Run 1, placement by cell class:
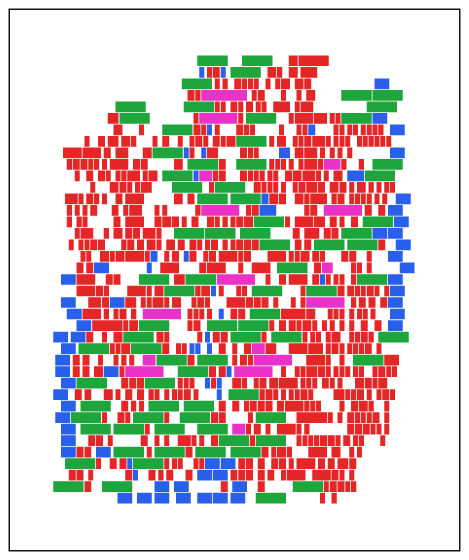
Run 1, where the registers sit:
Scale bar: 20 µm. Other sequential cells in the stronger gray, the rest of the logic in the fainter gray.
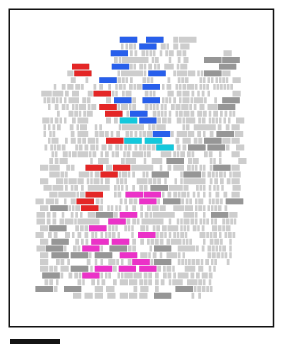
Run 1, clock network drawn from the DEF:
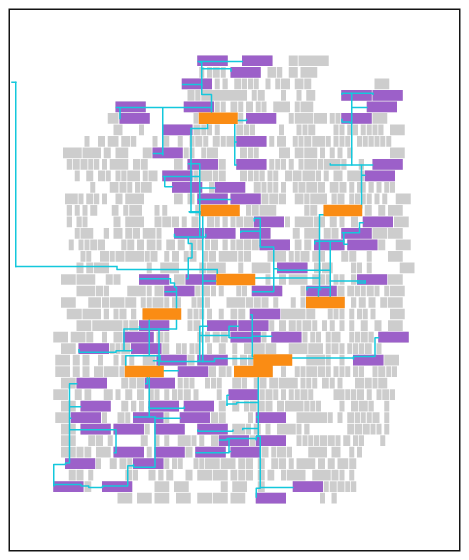
==> src/rtl/fp16_divider.sv <==
// Multi-cycle IEEE fp16 divider: restoring significand division (one quotient bit
// per cycle), round-to-nearest-even, subnormal flush, fixed latency for all operands.
module fp16_divider (
  input  logic        CLK,
  input  logic        RESET,
  input  logic        start,
  input  logic [15:0] A,
  input  logic [15:0] B,
  output logic        busy,
  output logic        done,
  output logic [15:0] out
);

  typedef enum logic [1:0] {IDLE, DIV, ROUND, DONE} state_t;

  state_t      r_state;
  state_t      w_state_next;
  logic [15:0] r_a;
  logic [15:0] r_b;
  logic [11:0] r_rem;
  logic [10:0] r_div;
  logic [12:0] r_q;
  logic [3:0]  r_cnt;
  logic [15:0] r_out;

  // Restoring step: partial remainder stays below 2*divisor, so 12 bits suffice.
  logic        w_ge;
  logic [11:0] w_diff;
  logic [11:0] w_sel;
  logic [11:0] w_rem_next;

  assign w_ge       = (r_rem >= {1'b0, r_div});
  assign w_diff     = r_rem - {1'b0, r_div};
  assign w_sel      = w_ge ? w_diff : r_rem;
  assign w_rem_next = {w_sel[10:0], 1'b0};

  logic [4:0]        w_ea;
  logic [4:0]        w_eb;
  logic              w_sign;
  logic              w_a_zero, w_b_zero, w_a_inf, w_b_inf, w_a_nan, w_b_nan;
  logic [9:0]        w_man;
  logic              w_guard;
  logic              w_sticky;
  logic              w_inc;
  logic [10:0]       w_man_sum;
  logic [9:0]        w_man_rnd;
  logic signed [7:0] w_exp;
  logic signed [7:0] w_exp_rnd;
  logic [15:0]       w_result;

  assign w_ea     = r_a[14:10];
  assign w_eb     = r_b[14:10];
  assign w_sign   = r_a[15] ^ r_b[15];
  assign w_a_zero = (w_ea == 5'd0);
  assign w_b_zero = (w_eb == 5'd0);
  assign w_a_inf  = (w_ea == 5'd31) && (r_a[9:0] == 10'd0);
  assign w_b_inf  = (w_eb == 5'd31) && (r_b[9:0] == 10'd0);
  assign w_a_nan  = (w_ea == 5'd31) && (r_a[9:0] != 10'd0);
  assign w_b_nan  = (w_eb == 5'd31) && (r_b[9:0] != 10'd0);

  always_comb begin
    w_man     = 10'd0;
    w_guard   = 1'b0;
    w_sticky  = 1'b0;
    w_exp     = 8'sd0;
    w_inc     = 1'b0;
    w_man_sum = 11'd0;
    w_man_rnd = 10'd0;
    w_exp_rnd = 8'sd0;
    w_result  = 16'h0000;

    if (r_q[12]) begin
      w_man    = r_q[11:2];
      w_guard  = r_q[1];
      w_sticky = r_q[0] | (r_rem != 12'd0);
      w_exp    = $signed({3'b000, w_ea}) - $signed({3'b000, w_eb}) + 8'sd15;
    end else begin
      w_man    = r_q[10:1];
      w_guard  = r_q[0];
      w_sticky = (r_rem != 12'd0);
      w_exp    = $signed({3'b000, w_ea}) - $signed({3'b000, w_eb}) + 8'sd14;
    end

    w_inc     = w_guard & (w_sticky | w_man[0]);
    w_man_sum = {1'b0, w_man} + {10'd0, w_inc};
    if (w_man_sum[10]) begin
      w_man_rnd = 10'd0;
      w_exp_rnd = w_exp + 8'sd1;
    end else begin
      w_man_rnd = w_man_sum[9:0];
      w_exp_rnd = w_exp;
    end

    if (w_a_nan || w_b_nan || (w_a_zero && w_b_zero) || (w_a_inf && w_b_inf)) begin
      w_result = 16'h7C01;
    end else if (w_a_inf || w_b_zero) begin
      w_result = {w_sign, 5'd31, 10'd0};
    end else if (w_a_zero || w_b_inf) begin
      w_result = {w_sign, 15'd0};
    end else if (w_exp_rnd >= 8'sd31) begin
      w_result = {w_sign, 5'd31, 10'd0};
    end else if (w_exp_rnd <= 8'sd0) begin
      w_result = {w_sign, 15'd0};
    end else begin
      w_result = {w_sign, w_exp_rnd[4:0], w_man_rnd};
    end
  end

  always_comb begin
    w_state_next = r_state;
    busy         = (r_state != IDLE);
    done         = (r_state == DONE);
    case (r_state)
      IDLE:    if (start) w_state_next = DIV;
      DIV:     if (r_cnt == 4'd12) w_state_next = ROUND;
      ROUND:   w_state_next = DONE;
      DONE:    w_state_next = IDLE;
      default: w_state_next = IDLE;
    endcase
  end

  always_ff @(posedge CLK) begin
    if (RESET) begin
      r_state <= IDLE;
      r_a     <= 16'h0000;
      r_b     <= 16'h0000;
      r_rem   <= 12'd0;
      r_div   <= 11'd0;
      r_q     <= 13'd0;
      r_cnt   <= 4'd0;
      r_out   <= 16'h0000;
    end else begin
      r_state <= w_state_next;
      case (r_state)
        IDLE: begin
          if (start) begin
            r_a   <= A;
            r_b   <= B;
            r_rem <= {2'b01, A[9:0]};
            r_div <= {1'b1, B[9:0]};
            r_q   <= 13'd0;
            r_cnt <= 4'd0;
          end
        end
        DIV: begin
          r_rem <= w_rem_next;
          r_q   <= {r_q[11:0], w_ge};
          r_cnt <= r_cnt + 4'd1;
        end
        ROUND:   r_out <= w_result;
        default: ;
      endcase
    end
  end

  assign out = r_out;

endmodule

==> config.mk <==
export PLATFORM = sky130hd
export DESIGN_NAME = fp16_divider
export DESIGN_NICKNAME = d
export VERILOG_FILES = /design/src/rtl/fp16_divider.sv
export SDC_FILE = /design/constraint.sdc
export NUM_CORES = 1
export LEC_CHECK = 0
export ABC_AREA = 1
export CORE_ASPECT_RATIO = 1.25
export CORE_MARGIN = 10
export CORE_UTILIZATION = 54
export DETAILED_ROUTE_END_ITERATION = 12
export GPL_TIMING_DRIVEN = 0
export PLACE_DENSITY = 0.82
export SYNTH_ARGS = -nofsm -noshare
export SYNTH_HDL_FRONTEND = slang
export SYNTH_SLANG_ARGS = --single-unit
export TNS_END_PERCENT = 20
==> constraint.sdc <==
create_clock -name CLK -period 5.56 [get_ports CLK]
set_input_delay 1.112 -clock CLK [delete_from_list [all_inputs] [get_ports CLK]]
set_output_delay 1.112 -clock CLK [all_outputs]
set_load 0.01 [all_outputs]
==> results_slide.txt, run 1 <==
Flow Results at a Glance

Critical path
  – CP max FO: 6
  – FF-to-FF path depth: 20
  – Data arrival, critical path: about 3500 ps
  – R2R setup slack: between 2000 and 2500 ps
  – CP Class: reg2reg
  – Crit path launch type: flop

Timing
  – Unrepaired setup endpoints after global routing: no
  – Count of pins over their slew limit: 0
  – Max frequency: ~300 MHz
  – Fin. Hold Viols: 0
  – Setup violations, final: 0
  – Layout Skew: about 12 ps
  – Slew @ Worst Pin: approximately 640 ps
  – Setup TNS: 0 ps

Power and ir drop
  – Sequential power share: between 20% and 30%
  – NetSw: 0.00180 W
  – Combinational power: ~0.0022 W
  – Int Pwr: around 0.0018 W
  – PD cells: around 610 nW/µm²
  – Worst IR Drop VDD: 0.403 mV
  – Switching fraction of total power: approximately 50%

Cells and area
  – Clock-cell share: 5.17%
  – Ant. Diodes: 0
  – Inverters: approximately 100
  – Syn-to-layout area delta: 19.5%
  – Flops: roughly 80
  – Sequential Area: 1600 µm²
  – Seq/total area: a little over a quarter
  – Fraction of area in multi-input gates: 48.5%
  – Top cell category: multi-input combinational cells
  – Multi-input gates: 552

Clock network
  – Post-cts gate resize count: 0
  – Clock Path Buffers: 2
  – # H-tree levels: 3
  – CTS tree: yes
  – Clk root buf: clkbuf_16

Die
  – Die area: ~14000 µm²
  – Num rows: 39
  – Num ports: roughly 53

Worst hold path
  – Worst hold endpoint: r_a[8]
  – HP Class: reg2reg
  – Min-Delay Path Depth: 2

Synth
  – Instance count of the mapped netlist: ~760
  – Yosys synthesis chip area: 5000 µm²
  – Synth Area in Compound Gates: about 17%
  – Seq cells post-synth: ~80
  – Ys cells: ~760
  – Distinct lib cells used: around 41
  – Xor/xnor share: around 2.6%
  – Post-synth top flop: dfxtp_1

GRT
  – Initial antenna violation count: 0
  – Largest net degree at the start of global routing: 17

Detailed routing
  – Vias: approximately 5200
  – DRC: 0
  – Post-Route WL: about 14000 µm
  – DR vias/cell: ~5.5
  – First DRT Iteration DRCs: slightly above 300
  – Post-route ant nets: 0

Place
  – IO buf count: slightly above 50

Status
  – Outcome: complete, no violations
## Picture notes: 'placement by cell class'
- other buffers and delay cells: blue (cells 78)
- flip-flops: green (cells 80)
- all other logic: red (cells 652)
- clock drivers and dummy loads: magenta (cells 16)

## Picture notes: 'where the registers sit'
- `r_rem`: red (flops 12)
- `r_q`: blue (flops 13; where top center)
- `r_cnt`: cyan (flops 4; where center)
- `r_a`: magenta (flops 16; where bottom center)

## Picture notes: 'clock network drawn from the DEF'
- flip-flops: purple (count 80)
- clock wires: cyan (length 966 µm)
- cells driving clock nets: orange (count 9)
- routed clock nets: 10

==> run 1: metal layers <==
layer / global-route usage, % / vias up / share of wire (%)
met5: 0 / - / 0
met4: 11.0 / 0 / 4.3
met3: 3.97 / 43 / 5.4
met2: 38.7 / 182 / 51
met1: 21.1 / 2368 / 39
li1: - / 2607 / -
==> run 1: Yosys cell counts, types with 8 or more instances <==
cell type and number:
nand2_1 165, a21oi_1 82, a31oi_1 8, ha_1 27
xor2_1 10, nand2_2 9, nand4_1 16, nor3_1 11
inv_1 94, o21ai_0 60, nand3_1 37, dfxtp_1 80
clkbuf_1 21, nor2_1 81
==> run 1: stage by stage <==
stage / instances / area [µm²]
floorplan: 759 / 5000
global placement: 933 / 5670
detailed placement: 933 / 5670
CTS: 949 / 5970
global route: 949 / 5970
finish: 949 / 5970
==> run 1: critical path: stages, from the launching register on <==
cell,delay (ps)
dfxtp_1,390
ha_1,160
inv_1,70
fa_1,530
inv_1,90
ha_1,290
nor2_1,100
nor2_1,60
inv_1,70
ha_1,160
inv_1,60
nor2_2,110
nand2_1,80
nand2_1,70
nand2_1,80
a21oi_1,240
nand2_1,210
nand3_1,150
nor2_1,60
nor2_1,90
nor2_1,50
==> run 1: placed cells by master, fill, tap and decap left out, types with 9 or more instances in the layout <==
cell,n
a21oi_1,82
nand4_1,16
nand2_2,9
ha_1,27
nor3_1,11
inv_1,94
xor2_1,10
o21ai_0,60
dfxtp_1,80
nand3_1,37
clkdlybuf4s50_1,51
clkbuf_16,9
nor2_1,81
clkbuf_1,21
nand2_1,165
==> run 1: kinds of logic after synthesis <==
family / count (synthesis)
xor+xnor: 14
compound gates: 164
simple gates: 345
buf+inv: 127
fa+ha+maj: 29
flops: 80
Run 1, clock nets:
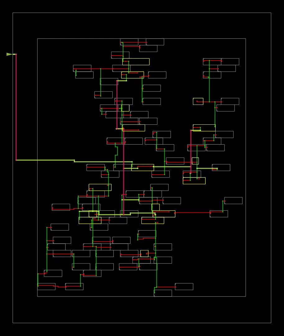

==> inputs of run 2 (changes only) <==
Clock period 5.56 ns to 3.3 ns, I/O delays scaled along.
Run 2, clock nets:
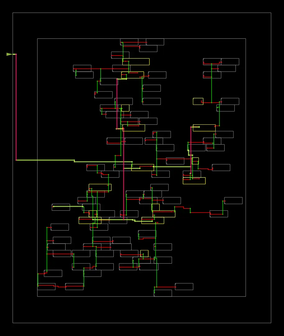
Layout Skew: 11.0 ps
Insertion Delay late pin: 340 ps
Flops: 80

Run 2, clock network drawn from the DEF:
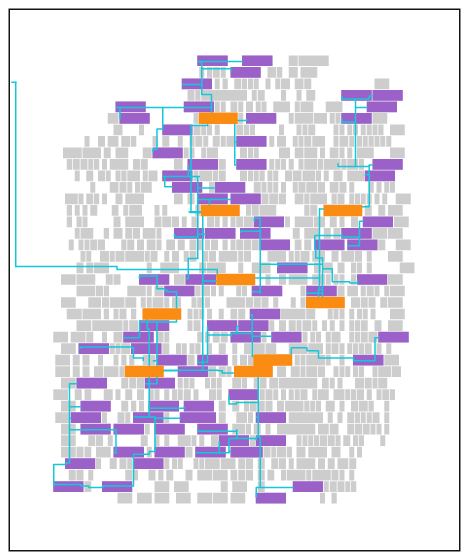
- clock wires: cyan (length 963 µm)
- flip-flops: purple (count 80)
- cells driving clock nets: orange (count 9)
- routed clock nets: 10

Run 2, placement by cell class:
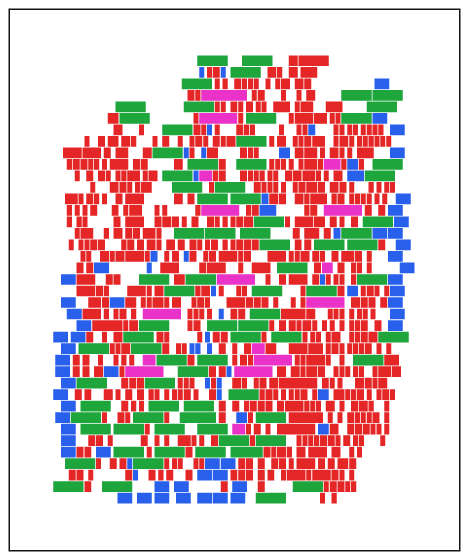
- all other logic: red (cells 652)
- flip-flops: green (cells 80)
- other buffers and delay cells: blue (cells 84)
- clock drivers and dummy loads: magenta (cells 16)

==> run 2 against run 1 <==
  * Clock skew shrank 0.98 ps
  * Sequential cell count is the same
  * Largest cell class unchanged
  * Largest power group unchanged
  * Via count grew 0.58%
  * First-iteration DRC count shrank 5.6%
  * Worst hold slack lost 1.1 ps
  * Total power grew 78%
  * Design area grew 2.0%
  * Sequential power grew 69%
  * Routed wire length grew 2.4%
==> results_slide.txt, run 2 <==
Flow Results at a Glance

Status
  – Outcome: complete, no violations

Detailed routing
  – First DRT Iteration DRCs: ~290
  – Post-route ant nets: 0
  – Post-Route WL: 14200 µm
  – DR vias/cell: 5.48

Place
  – Post-Place Cells: 933
  – Placed inst area: between 5000 and 6000 µm²
  – IO buf count: just over 50

Cells and area
  – Ant. Diodes: 0
  – Top Layout Cells: nand2_1 (160), inv_1 (89), a21oi_1 (80), dfxtp_1 (78), nor2_1 (77)
  – Post-route cell area: 6090 µm²

Timing
  – Unrepaired setup endpoints after global routing: yes
  – Fin. Hold Viols: 0
  – Setup violations, final: 0
  – Max frequency: about 320 MHz
  – Count of pins over their slew limit: 0
  – Setup TNS: 0 ps
  – Slew @ Worst Pin: 632 ps

Die
  – Num ports: 53
  – Num rows: 39
  – Die area: 13500 µm²

Synth
  – Post-synth top flop: dfxtp_1
  – Distinct lib cells used: slightly above 40
  – Post-synth top cells: nand2_1 (165), inv_1 (94), a21oi_1 (82)
  – Top-count cell post-synth: nand2_1
  – Instance count of the mapped netlist: 759

Power and ir drop
  – Worst IR Drop VDD: between 0.6 and 0.7 mV
  – Combinational power: approximately 0.004 W
  – Switching fraction of total power: between 40% and 50%
  – Int Pwr: 0.00326 W
  – Sequential power share: between 20% and 30%
  – NetSw: roughly 0.0032 W
  – PD cells: about 1100 nW/µm²

Critical path
  – FF-to-FF path depth: 23
  – R2R setup slack: between 150 and 200 ps
  – Cell repeated most along the worst path: nor2_1
  – Data arrival, critical path: approximately 3300 ps
  – Crit-path cells: inv_2 -> ha_4 -> inv_4 -> fa_2 -> inv_4 -> ha_4 -> nor2_2 -> nor2_2 -> inv_1 -> ha_1 -> inv_2 -> nor2_1 -> o21bai_1 -> nand2_1 -> nor2_1 -> nand3_1 -> nand2_2 -> nand2_4 -> buf_6 -> nand2_2 -> nor2_1 -> nor2_1 -> nor2_1
  – Crit-path max cell delay: 560 ps

Clock network
  – Clk root buf: clkbuf_16
  – # H-tree levels: 3
## run 2: cell types whose count changed in the layout (fill, tap and decap cells not counted), sizes merged
cell,delta
buf,+6
## run 2: worst reg2reg max path, stage by stage (launching register included)
cell      delay, ps
dfxtp_2         330
inv_2            70
ha_4            130
inv_4            40
fa_2            560
inv_4            50
ha_4            260
nor2_2           30
nor2_2          120
inv_1            70
ha_1            220
inv_2            70
nor2_1           40
o21bai_1        150
nand2_1         100
nor2_1          100
nand3_1          90
nand2_2         110
nand2_4          70
buf_6           140
nand2_2          50
nor2_1           30
nor2_1          100
nor2_1           50
## run 2: cell type report
| type | instances | area [µm²] | area share, % |
|---|---|---|---|
| well taps | 123 | 154 | 2.53 |
| plain buffers | 27 | 124 | 2.03 |
| clock inverters | 7 | 83.8 | 1.38 |
| clock buffers | 9 | 225 | 3.70 |
| multi-input cells | 552 | 2970 | 48.7 |
| flip-flops and latches | 80 | 1610 | 26.4 |
| repair buffers | 57 | 553 | 9.07 |
| inverters | 100 | 380 | 6.24 |
## run 2: kinds of logic after synthesis
logic type                 count (synthesis)  share of synthesized area (%)
AOI/OAI and AO/OA                        164                           17.2
adders and majority gates                 29                           7.56
xor gates and xnor gates                  14                           2.60
DFF                                       80                           32.0
and+or+nand+nor                          345                           30.6
buffers and inverters                    127                           9.98
## run 2: worst min path at each step
stage / to / slack, ps / cells after the start
6_report: r_a[8] / 470 / 2
3_5_place_dp: r_a[7] / 450 / 2
3_3_place_gp: r_a[9] / 440 / 2
2_1_floorplan: r_a[6] / 430 / 2
5_1_grt: r_a[8] / 480 / 2
4_1_cts: r_a[8] / 470 / 2
## run 2: metal layers
layer	GRT usage [%]	share of wire, %	vias to the layer above
li1	-	-	2626
met1	21.1	39	2402
met2	38.7	52	159
met3	3.97	4.9	43
met4	11.0	4.3	0
met5	0	0	-
==> inputs of run 3 (changes only) <==
Settings changed: ABC_CLOCK_PERIOD_IN_PS from default to 3300.
Run 3, where the registers sit:
Scale bar: 20 µm. Other sequential cells in the stronger gray, the rest of the logic in the fainter gray.
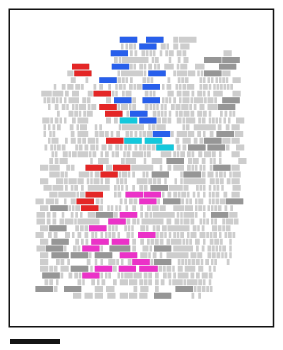
- `r_cnt`: cyan (flops 4; where center)
- `r_a`: magenta (flops 16; where bottom center)
- `r_q`: blue (flops 13; where top center)
- `r_rem`: red (flops 12)

Run 3, cells by drive strength:
Scale bar: 20 µm.
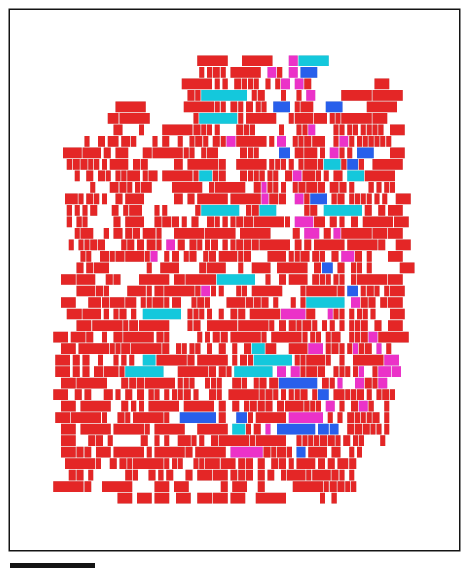
- drive 3 to 4: blue (cells 17)
- drive 6 and up: cyan (cells 18)
- drive 2: magenta (cells 43)
- drive 1 or less: red (cells 754)

Run 3, clock network drawn from the DEF:
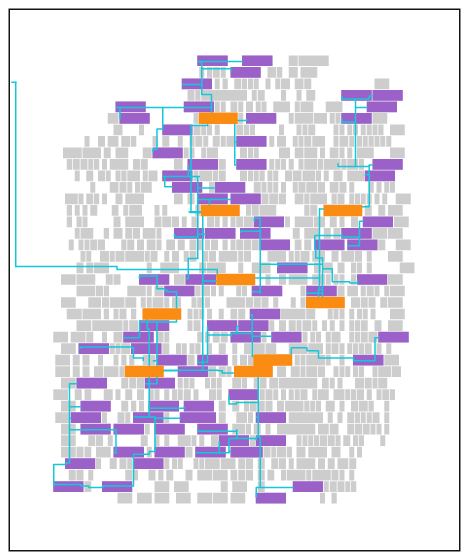
- cells driving clock nets: orange (count 9)
- clock wires: cyan (length 963 µm)
- flip-flops: purple (count 80)
- routed clock nets: 10

==> run 3 against run 2 <==
  * Total power unchanged
  * Non-clock buffer count unchanged
  * Count of clock-buffer cells in the layout stayed put
  * Worst hold slack unchanged
  * Clock skew unchanged
  * Global-route usage unchanged
  * Maximum frequency is the same
  * Synthesized area is the same
  * Die size unchanged
  * Sequential power about the same
  * Utilization unchanged
==> results_slide.txt, run 3 <==
Flow Results at a Glance

GRT
  – M3 GR Usage: a little under 4%
  – Initial antenna violation count: 0
  – First-pass GRT wire length: 23400 µm
  – Top Usage Layer GRT: met2
  – Met2 global-route usage: between 30% and 40%
  – GRT overflow: 0
  – Number of global-route vias before repair: 5179
  – Grt met1 use: a little over a fifth
  – Largest net degree at the start of global routing: 17
  – Gr usage total: between 20% and 30%

Timing
  – Max frequency: between 300 and 400 MHz
  – Count of pins over their slew limit: 0
  – Setup violations, final: 0
  – Layout Skew: 11.0 ps
  – Unrepaired setup endpoints after global routing: yes
  – Rel. slew slack: approximately 57%
  – Fin. Hold Viols: 0
  – Slew @ Worst Pin: 632 ps

Detailed routing
  – WL met1: around 5600 µm
  – WL met2: 7340 µm
  – DR vias/cell: 5.48
  – Post-route ant nets: 0
  – DR WL met3: around 700 µm
  – DRC: 0
  – Vias: between 5000 and 6000
  – Top Layer Used: met4
  – Post-Route WL: around 14000 µm
  – First DRT Iteration DRCs: approximately 290

Critical path
  – Data arrival, critical path: between 3000 and 4000 ps
  – CP max FO: 5
  – CP Class: reg2reg
  – Crit path launch type: flop
  – Crit path DRT: about 3500 ps

Cells and area
  – Highest-count logic cell in the final layout: nand2_1
  – Top Layout Cells: nand2_1 (160), inv_1 (89), a21oi_1 (80), dfxtp_1 (78), nor2_1 (77)
  – Ant. Diodes: 0
  – Gate Area: 2970 µm²
  – Sequential Area: 1610 µm²
  – FILL cells: 798
  – Syn-to-layout area delta: 21.9%

Die
  – Die area: about 14000 µm²
  – Core box area: slightly above 9000 µm²
  – Die x size: roughly 110 µm
  – Num rows: 39
  – Num ports: ~53

Power and ir drop
  – Sequential power share: 21.7%
  – Switching fraction of total power: 49.5%
  – PD cells: around 1100 nW/µm²
  – NetSw: 0.00320 W
  – Worst IR Drop VDD: ~0.69 mV
  – Combinational power: ~0.0040 W
  – Clock power share: 16.0%
  – Top power group: combinational logic
  – Int Pwr: 0.00326 W
  – Flop+latch power: roughly 0.0014 W

Synth
  – Adder Share, Synth: approximately 7.6%
  – Ys cells: between 700 and 800
  – Mux contribution to synthesized area: 0%
  – Synth top area share: between 30% and 40%
  – Yosys synthesis chip area: 5000 µm²
  – Synth area leaders: dfxtp_1 (32%), nand2_1 (12%), a21oi_1 (8.2%)
  – Post-synth top flop: dfxtp_1
  – Synth Area in Compound Gates: around 17%
  – Post-synth top cells: nand2_1 (165), inv_1 (94), a21oi_1 (82)
  – Mapped Nets: about 820
  – Seq cells post-synth: 80
  – Register share after synthesis: 32.0%
  – Main logic family after synthesis: simple AND/OR/NAND/NOR gates
  – Xor/xnor share: between 2 and 3%
  – Distinct lib cells used: approximately 41
  – Instance count of the mapped netlist: around 760
  – Simple-Gate Fraction of Synth Area: roughly 31%
  – Top-count cell post-synth: nand2_1

Clock network
  – Hold bufs inserted after CTS: 0
  – Clk root buf: clkbuf_16
  – Clock Path Buffers: 2
  – Clock transition at path regs: around 60 ps
  – Insertion Delay late pin: 340 ps
  – # H-tree levels: 3
  – Total CTS buffers: 9
  – CTS tree: yes

Place
  – Gpl congestion: 0.919
  – Detail Placement HPWL: 11200 µm
  – IO buf count: between 50 and 60
  – Dpl ws: 88.5 ps

Status
  – Outcome: complete, no violations

Worst hold path
  – HP Class: reg2reg
## run 3: cell counts in the layout (fill, tap and decap cells not counted)
Identical to the previous run, type by type.
## run 3: logic make-up after synthesis
kind of cell,count (synthesis)
compound gates,164
flops,80
xor+xnor,14
fa+ha+maj,29
buf+inv,127
simple gates,345
## run 3: critical path, stage by stage, from the launching register on
cell and delay (ps):
dfxtp_2 330, inv_2 70, ha_4 130, inv_4 30, fa_2 560, inv_4 50, ha_4 250, nor2_2 30
nor2_2 120, inv_1 70, ha_1 220, inv_2 70, nor2_1 40, o21bai_1 150, nand2_1 100, nor2_1 100
nand3_1 90, nand2_2 110, nand2_4 70, buf_6 140, nand2_2 50, nor2_1 30, nor2_1 100, nor2_1 50
## run 3: path summary, 6_finish.rpt
check	slack, ps	depth (start not counted)	end
hold / removal	470	2	r_a[8]
setup / recovery	170	23	out[3]
hold reg to reg	470	2	r_a[8]
setup reg to reg	170	23	out[3]
## run 3: repair_timing
action                     in CTS  in global routing
setup endpoints to repair       0                 14
setup buffers                   0                  5
gates resized                   0                 27
## run 3: per-stage QoR
step	power, W	setup TNS (ps)	std cells	cell area, µm²
final	0.00647	0	955	6090
after detailed placement	0.00503	0	933	5670
after floorplan	0.00411	0	759	5000
after global routing	0.00703	-604	955	6090
after CTS	0.00608	0	949	5970
after global placement	0.00491	0	933	5670
## run 3: area by class of cell
class	count	share of cell area [%]
buffer	27	2.03
clock buffer	9	3.70
clock inverter	7	1.38
inverter	100	6.24
multi-input combinational	552	48.7
sequential	80	26.4
tap	123	2.53
timing repair buffer	57	9.07
No activity file was given, so power comes from the tool's default toggle rates.
